$ cat src/rtl/gemm_pkg.sv
// Shared types and latency constants for the GEMM job sequencer.
// Build option: GEMM_CTRL_RELU_EN clamps negative results to zero.
package gemm_pkg;

  typedef enum logic [2:0] {
    S_IDLE,
    S_WGT0,
    S_WGT1,
    S_STREAM,
    S_DRAIN1,
    S_DRAIN2,
    S_DONE
  } gemm_ctrl_state_t;

  localparam int GEMM_CORE_LAT = 1;
  localparam int BUF_RD_LAT    = 1;

endpackage

$ cat src/rtl/gemm_out_stage.sv
// Write stage: row/valid register, optional ReLU, {result2, result1} pack.
// Build option: GEMM_CTRL_RELU_EN clamps negative results to zero.
module gemm_out_stage #(
  parameter int DATA_WIDTH = 16,
  parameter int ADDR_WIDTH = 8
) (
  input  logic                    clk,
  input  logic                    rst,
  input  logic                    op_valid,
  input  logic [ADDR_WIDTH-1:0]   op_row,
  input  logic [ADDR_WIDTH-1:0]   out_base,
  input  logic [DATA_WIDTH-1:0]   result1,
  input  logic [DATA_WIDTH-1:0]   result2,
  output logic                    out_wr_en,
  output logic [ADDR_WIDTH-1:0]   out_wr_addr,
  output logic [2*DATA_WIDTH-1:0] out_wr_data
);

  function automatic logic [DATA_WIDTH-1:0] relu(
    input logic [DATA_WIDTH-1:0] v
  );
`ifdef GEMM_CTRL_RELU_EN
    return v[DATA_WIDTH-1] ? '0 : v;
`else
    return v;
`endif
  endfunction

  always_ff @(posedge clk) begin
    if (rst) begin
      out_wr_en   <= 1'b0;
      out_wr_addr <= '0;
    end else begin
      out_wr_en   <= op_valid;
      out_wr_addr <= op_valid ? out_base + op_row : '0;
    end
  end

  // Core results arrive in this cycle, so the data path stays combinational.
  always_comb begin
    out_wr_data = '0;
    if (out_wr_en)
      out_wr_data = {relu(result2), relu(result1)};
  end

endmodule

$ cat src/rtl/gemm_ctrl.sv
// GEMM job sequencer: weight load, row streaming, result write-back.
// Build option: GEMM_CTRL_RELU_EN clamps negative results to zero.
module gemm_ctrl
  import gemm_pkg::*;
#(
  parameter int DATA_WIDTH  = 16,
  parameter int INP_CHANNEL = 16,
  parameter int ADDR_WIDTH  = 8
) (
  input  logic                                   clk,
  input  logic                                   rst,
  input  logic                                   start,
  input  logic [ADDR_WIDTH-1:0]                  num_rows,
  input  logic [ADDR_WIDTH-1:0]                  inp_base,
  input  logic [ADDR_WIDTH-1:0]                  wgt_base,
  input  logic [ADDR_WIDTH-1:0]                  acc_base,
  input  logic [ADDR_WIDTH-1:0]                  out_base,
  output logic                                   busy,
  output logic                                   done,
  output logic                                   wgt_rd_en,
  output logic [ADDR_WIDTH-1:0]                  wgt_rd_addr,
  input  logic [INP_CHANNEL-1:0][DATA_WIDTH-1:0] wgt_rd_data,
  output logic                                   inp_rd_en,
  output logic [ADDR_WIDTH-1:0]                  inp_rd_addr,
  input  logic [INP_CHANNEL-1:0][DATA_WIDTH-1:0] inp_rd_data,
  output logic                                   acc_rd_en,
  output logic [ADDR_WIDTH-1:0]                  acc_rd_addr,
  input  logic [2*DATA_WIDTH-1:0]                acc_rd_data,
  output logic [INP_CHANNEL-1:0][DATA_WIDTH-1:0] gemm_inp,
  output logic [INP_CHANNEL-1:0][DATA_WIDTH-1:0] gemm_wgt1,
  output logic [INP_CHANNEL-1:0][DATA_WIDTH-1:0] gemm_wgt2,
  output logic [DATA_WIDTH-1:0]                  gemm_acc1,
  output logic [DATA_WIDTH-1:0]                  gemm_acc2,
  input  logic [DATA_WIDTH-1:0]                  gemm_result1,
  input  logic [DATA_WIDTH-1:0]                  gemm_result2,
  output logic                                   out_wr_en,
  output logic [ADDR_WIDTH-1:0]                  out_wr_addr,
  output logic [2*DATA_WIDTH-1:0]                out_wr_data
);

  gemm_ctrl_state_t      state;
  logic [ADDR_WIDTH-1:0] num_q;
  logic [ADDR_WIDTH-1:0] row_q;
  logic [ADDR_WIDTH-1:0] out_base_q;
  logic [ADDR_WIDTH-1:0] op_row;
  logic                  op_valid;

  always_ff @(posedge clk) begin
    if (rst) begin
      state       <= S_IDLE;
      busy        <= 1'b0;
      done        <= 1'b0;
      wgt_rd_en   <= 1'b0;
      wgt_rd_addr <= '0;
      inp_rd_en   <= 1'b0;
      inp_rd_addr <= '0;
      acc_rd_en   <= 1'b0;
      acc_rd_addr <= '0;
      gemm_wgt1   <= '0;
      gemm_wgt2   <= '0;
      num_q       <= '0;
      row_q       <= '0;
      out_base_q  <= '0;
      op_valid    <= 1'b0;
      op_row      <= '0;
    end else begin
      op_valid <= inp_rd_en;
      op_row   <= row_q;
      done     <= 1'b0;
      unique case (state)
        S_IDLE: if (start) begin
          num_q       <= num_rows;
          out_base_q  <= out_base;
          inp_rd_addr <= inp_base;
          acc_rd_addr <= acc_base;
          row_q       <= '0;
          busy        <= 1'b1;
          if (num_rows == '0) begin
            state <= S_DONE;
            done  <= 1'b1;
          end else begin
            state       <= S_WGT0;
            wgt_rd_en   <= 1'b1;
            wgt_rd_addr <= wgt_base;
          end
        end
        S_WGT0: begin
          state       <= S_WGT1;
          wgt_rd_addr <= wgt_rd_addr + 1'b1;
        end
        S_WGT1: begin
          state     <= S_STREAM;
          gemm_wgt1 <= wgt_rd_data;
          wgt_rd_en <= 1'b0;
          inp_rd_en <= 1'b1;
          acc_rd_en <= 1'b1;
        end
        S_STREAM: begin
          // Second weight row lands during the first streaming cycle.
          if (row_q == '0)
            gemm_wgt2 <= wgt_rd_data;
          if (row_q == num_q - 1'b1) begin
            state     <= S_DRAIN1;
            inp_rd_en <= 1'b0;
            acc_rd_en <= 1'b0;
          end else begin
            row_q       <= row_q + 1'b1;
            inp_rd_addr <= inp_rd_addr + 1'b1;
            acc_rd_addr <= acc_rd_addr + 1'b1;
          end
        end
        S_DRAIN1: state <= S_DRAIN2;
        S_DRAIN2: begin
          state <= S_DONE;
          done  <= 1'b1;
        end
        S_DONE: begin
          state <= S_IDLE;
          busy  <= 1'b0;
        end
        default: state <= S_IDLE;
      endcase
    end
  end

  always_comb begin
    gemm_inp  = '0;
    gemm_acc1 = '0;
    gemm_acc2 = '0;
    if (op_valid) begin
      gemm_inp  = inp_rd_data;
      gemm_acc1 = acc_rd_data[DATA_WIDTH-1:0];
      gemm_acc2 = acc_rd_data[2*DATA_WIDTH-1:DATA_WIDTH];
    end
  end

  gemm_out_stage #(
    .DATA_WIDTH (DATA_WIDTH),
    .ADDR_WIDTH (ADDR_WIDTH)
  ) u_out (
    .clk         (clk),
    .rst         (rst),
    .op_valid    (op_valid),
    .op_row      (op_row),
    .out_base    (out_base_q),
    .result1     (gemm_result1),
    .result2     (gemm_result2),
    .out_wr_en   (out_wr_en),
    .out_wr_addr (out_wr_addr),
    .out_wr_data (out_wr_data)
  );

endmodule

$ cat config.mk
export PLATFORM = sky130hd
export DESIGN_NAME = gemm_ctrl
export DESIGN_NICKNAME = d
export VERILOG_FILES = /design/src/rtl/gemm_pkg.sv /design/src/rtl/gemm_out_stage.sv /design/src/rtl/gemm_ctrl.sv
export SDC_FILE = /design/constraint.sdc
export NUM_CORES = 1
export LEC_CHECK = 0
export CORE_AREA = 2 2 577 579
export DETAILED_ROUTE_END_ITERATION = 8
export DIE_AREA = 0 0 579 581
export PLACE_DENSITY = 0.37
export SLEW_MARGIN = 20
export SYNTH_ARGS = -nofsm -noshare
export SYNTH_HDL_FRONTEND = slang
export SYNTH_HIERARCHICAL = 1
export SYNTH_SLANG_ARGS = --single-unit
$ cat constraint.sdc
create_clock -name clk -period 3.3 [get_ports clk]
set_clock_uncertainty 0.1 [all_clocks]
set_input_delay 0.66 -clock clk [delete_from_list [all_inputs] [get_ports clk]]
set_output_delay 0.66 -clock clk [all_outputs]
set_load 0.02 [all_outputs]
Fig. 1: wiring heat map
(0.5 px per um) 29 x 29 tiles, from black (low) to pale yellow (high), scaled to the fullest tile. Values are wire area over tile area, all layers added.
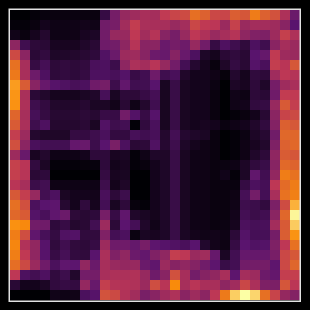
nearly empty tiles: 4.9%
densest ninth of the die: south-east
emptiest ninth of the die: center
tiles over half the peak: 12%
GRT Util Overall: 13.8%
WL/cell: 27.0 um

Fig. 2: register map, names as in the netlist
(1 px per um) Other sequential cells in the stronger gray, the rest of the logic in the fainter gray.
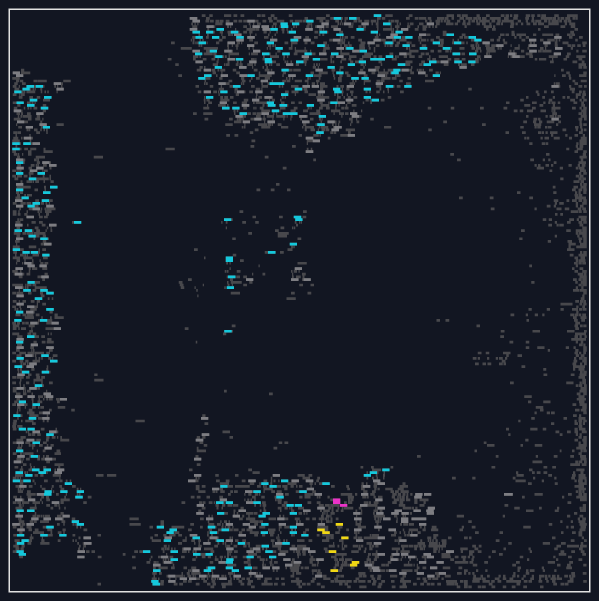
legend:
  `gemm_wgt1`:
    color: cyan
    sequential_cells: 256
    where: spread over the die
  `inp_rd_addr`:
    color: yellow
    sequential_cells: 8
    where: south
  `state`:
    color: magenta
    sequential_cells: 3
not colored: 318
Seq/total area: 24.9%
Util after Layout: 14.3%
register area: 11,700 um2
Sequential Power: 7.99 mW

Fig. 3: clock nets
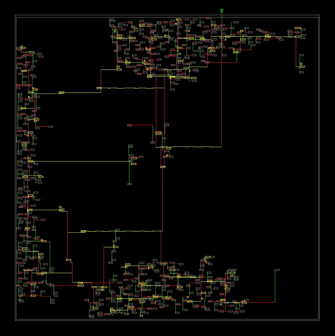
clk sinks: 585
Clock group: 9.23 mW
Clock Buffer Count: 118

Fig. 4: the metal 3 layer
(1 px per um)
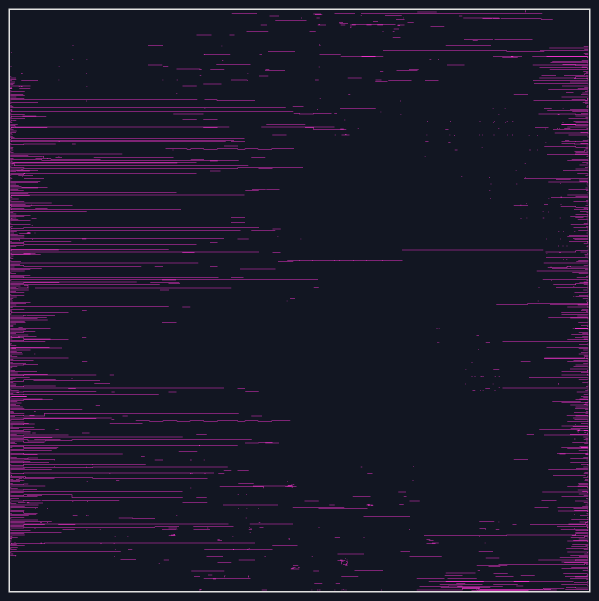
main direction: horizontal
nets with wire on the layer: 970
share of all routed wire: 11%
wire length on this layer: 25.8 mm
drt total wl: 244,000 um
vias: 28,200
GR Layer Usage met3: 5.80%

==> Slide: Implementation Results <==
Synthesis and Place & Route Summary

Timing
  • Post-route setup slack: approximately 0.09 ns
  • Fin Setup TNS: 0 ns
  • Hold slack final: 0.218 ns
  • Final setup vio count: 0
  • Fin. max-slew vios: 0
  • Final Hold Fails: 0
  • Final min period: 3.21 ns
  • F_max: just over 300 MHz
  • Slew headroom: between 50% and 60%
  • Slew at the pin closest to its max-slew limit: about 0.7 ns
  • Final worst path period share: 97.3%

Placed design
  • Routability cong.: 0.974
  • DP Area: 43,900 um2
  • Pre-CTS setup slack: -0.0898 ns
  • HPWL after DPL: a little over 200,000 um
  • Placed insts: 8,762
  • IO Port Bufs: around 1,500

Floorplan
  • Core ar.: between 300,000 and 400,000 um2
  • Die Wd: 579 um
  • Tap Cells: ~4,400
  • Chip Footprint: between 300,000 and 400,000 um2
  • Core Util at FP: around 7.0%
  • IO Count: 1,489
  • Die H: 581 um
  • Floorplan row count: about 210

GRT
  • Initial antenna violation count: about 210
  • Pin count of the biggest net entering global routing: between 100 and 150
  • Grt peak-use layer: met2
  • First-pass GRT wire length: 303,000 um
  • M2 GR Usage: 25.2%
  • Grt total ovfl: 0
  • Vias in the first global route: 27,800
  • Met1 usage: 13.2%

Setup path
  • Crit Path Class: reg -> out
  • Worst reg2reg startpoint: state[0]$_SDFFE_PP0P_
  • WP data arrival: 2.45 ns
  • Crit path max fanout: ~50
  • Worst Setup Start Kind: register
  • CP max-delay cell: clkdlybuf4s50_1
  • Crit path cell chain: buf_16, buf_12, and2_1, clkdlybuf4s50_1
  • Stages on worst setup path: 4
  • Critical path's top delay family: buffers and inverters
  • R2r endpoint: state[2]$_SDFFE_PP0P_
  • CP endpoint kind: primary output
  • CP Buf/Inv Count: 3
  • CP required: 2.54 ns
  • Worst R2R Path Depth: 6
  • FF-to-FF setup slack: just under 0.6 ns
  • Slowest cell delay on critical path: 0.61 ns

Final layout
  • ANT cells: around 110
  • Non-filler instance count after layout: 9,014
  • Data buffer area share: between 30% and 40%
  • Dominant kind of cell: non-clock buffers
  • Most used logic cell in the final layout: clkdlybuf4s50_1
  • Post-Layout Inst Area: between 40,000 and 50,000 um2
  • Clock buf/inv share: between 5 and 6%
  • Leading registers by flop count: gemm_wgt1 (256), gemm_wgt2 (256)
  • Final #Nets: 5,120
  • Dominant logic cell types in the final layout: 1,285 x clkdlybuf4s50_1, 1,086 x nand2_1, 583 x dfxtp_1
  • Non-clk bufs: ~1,600
  • MI comb cells: ~2,200
  • Inverters: 11
  • Layout cells sized above 1: roughly 7.5%
  • Flop count: a little under 600
  • Area Growth Syn to Fin: 103%
  • Fillers: around 38,000
  • Logic cell area: between 10,000 and 15,000 um2
  • Comb area share: 22.5%

Power
  • Leak: between 15 and 20 nW
  • Power share of the clock group: between 30% and 40%
  • Power Density: just under 500 nW/um2
  • Internal power: 15.6 mW
  • Biggest consumer: the clock network
  • Sw Share: around 33%
  • Tot Pwr: roughly 23 mW
  • VDD IR max: around 0.00033 V
  • Comb. pwr: between 6 and 7 mW
  • Net Sw Power: approximately 7.6 mW
  • Flop pwr share: 34.3%
  • Combinational share of power: about a quarter

Detailed routing
  • DRT Pass-1 Iters: 5
  • Met2 WL post-DR: 123,000 um
  • Via-to-Cell Ratio: approximately 3.1
  • DRC errors left: 0
  • Metal-1 WL: 79,900 um
  • Highest routed layer: met5
  • Final ANT Viol Nets: 0
  • Metal3 WL: around 26,000 um

Synthesis
  • Cells after Synth: approximately 3,000
  • Syn nets: between 3,000 and 4,000
  • EDFF count, synth: 0
  • Yosys top cell by instances: nand2_1
  • YS warnings: 6
  • Cell area leaders: dfxtp_1 50%, nand2_1 18%, a21oi_1 12%
  • Mean post-synth cell area: between 7 and 8 um2
  • Async set-reset flop share out of synthesis: 0%
  • Dominant synthesized flop cell: dfxtp_1
  • Register bit total from synthesis: about 590
  • Cells in synth_stat.txt: a little over 3,000
  • Yosys chip area: approximately 23,000 um2
  • Area leader share: 50.5%
  • Dominant cell type by area after synthesis: dfxtp_1
  • Commonest cells post-synth: 1,087 x nand2_1, 585 x dfxtp_1, 563 x a21oi_1
  • Distinct lib cells: ~59
  • Post-synthesis sequential area ratio: between 50 and 60%

Clocking
  • Hold_buf cts: 0
  • # H-tree levels: 3
  • Max clock buf depth: 4
  • Clk_lat worst skew: 0.76 ns
  • Clock root buffer: clkbuf_16
  • Worst-path clk slew: 0.07 ns
  • # Post-CTS Setup Buffers: 1
  • CTS tree: built
  • CTS Buf Count: between 80 and 90
  • Post-CTS sizing: 102

Hold path
  • Worst Hold Launch: rst
  • Hold Path End: gemm_wgt1[60]$_SDFFE_PP0P_
  • Hold Crit Class: in -> reg
  • Hold path depth: 2

Run
  • Max-Cap Viols: 0
  • Stage-log warning count: 31

Run status
  • Outcome: completed
kinds of logic after synthesis:
| logic type | share of synthesized area, % |
|---|---|
| compound gates | 15.2 |
| xor+xnor | 0.453 |
| fa+ha+maj | 0.787 |
| buf+inv | 4.05 |
| flops | 50.5 |
| mux | 0.129 |
| simple gates | 28.9 |
how the worst max path moves through the flow:
stage | from | to | slack, ns
after floorplan | state[1]$_SDFFE_PP0P_ | inp_rd_addr[5]$_SDFFE_PP0P_ | 0.88
after global placement | inp_rd_data[240] | gemm_inp[240] | -0.09
after detailed placement | inp_rd_data[240] | gemm_inp[240] | -0.09
after CTS | op_valid$_SDFF_PP0_ | gemm_inp[127] | 0.00009
after global routing | op_valid$_SDFF_PP0_ | gemm_inp[161] | -0.007
final | op_valid$_SDFF_PP0_ | gemm_inp[79] | 0.09
No activity file was given, so power comes from the tool's default toggle rates.
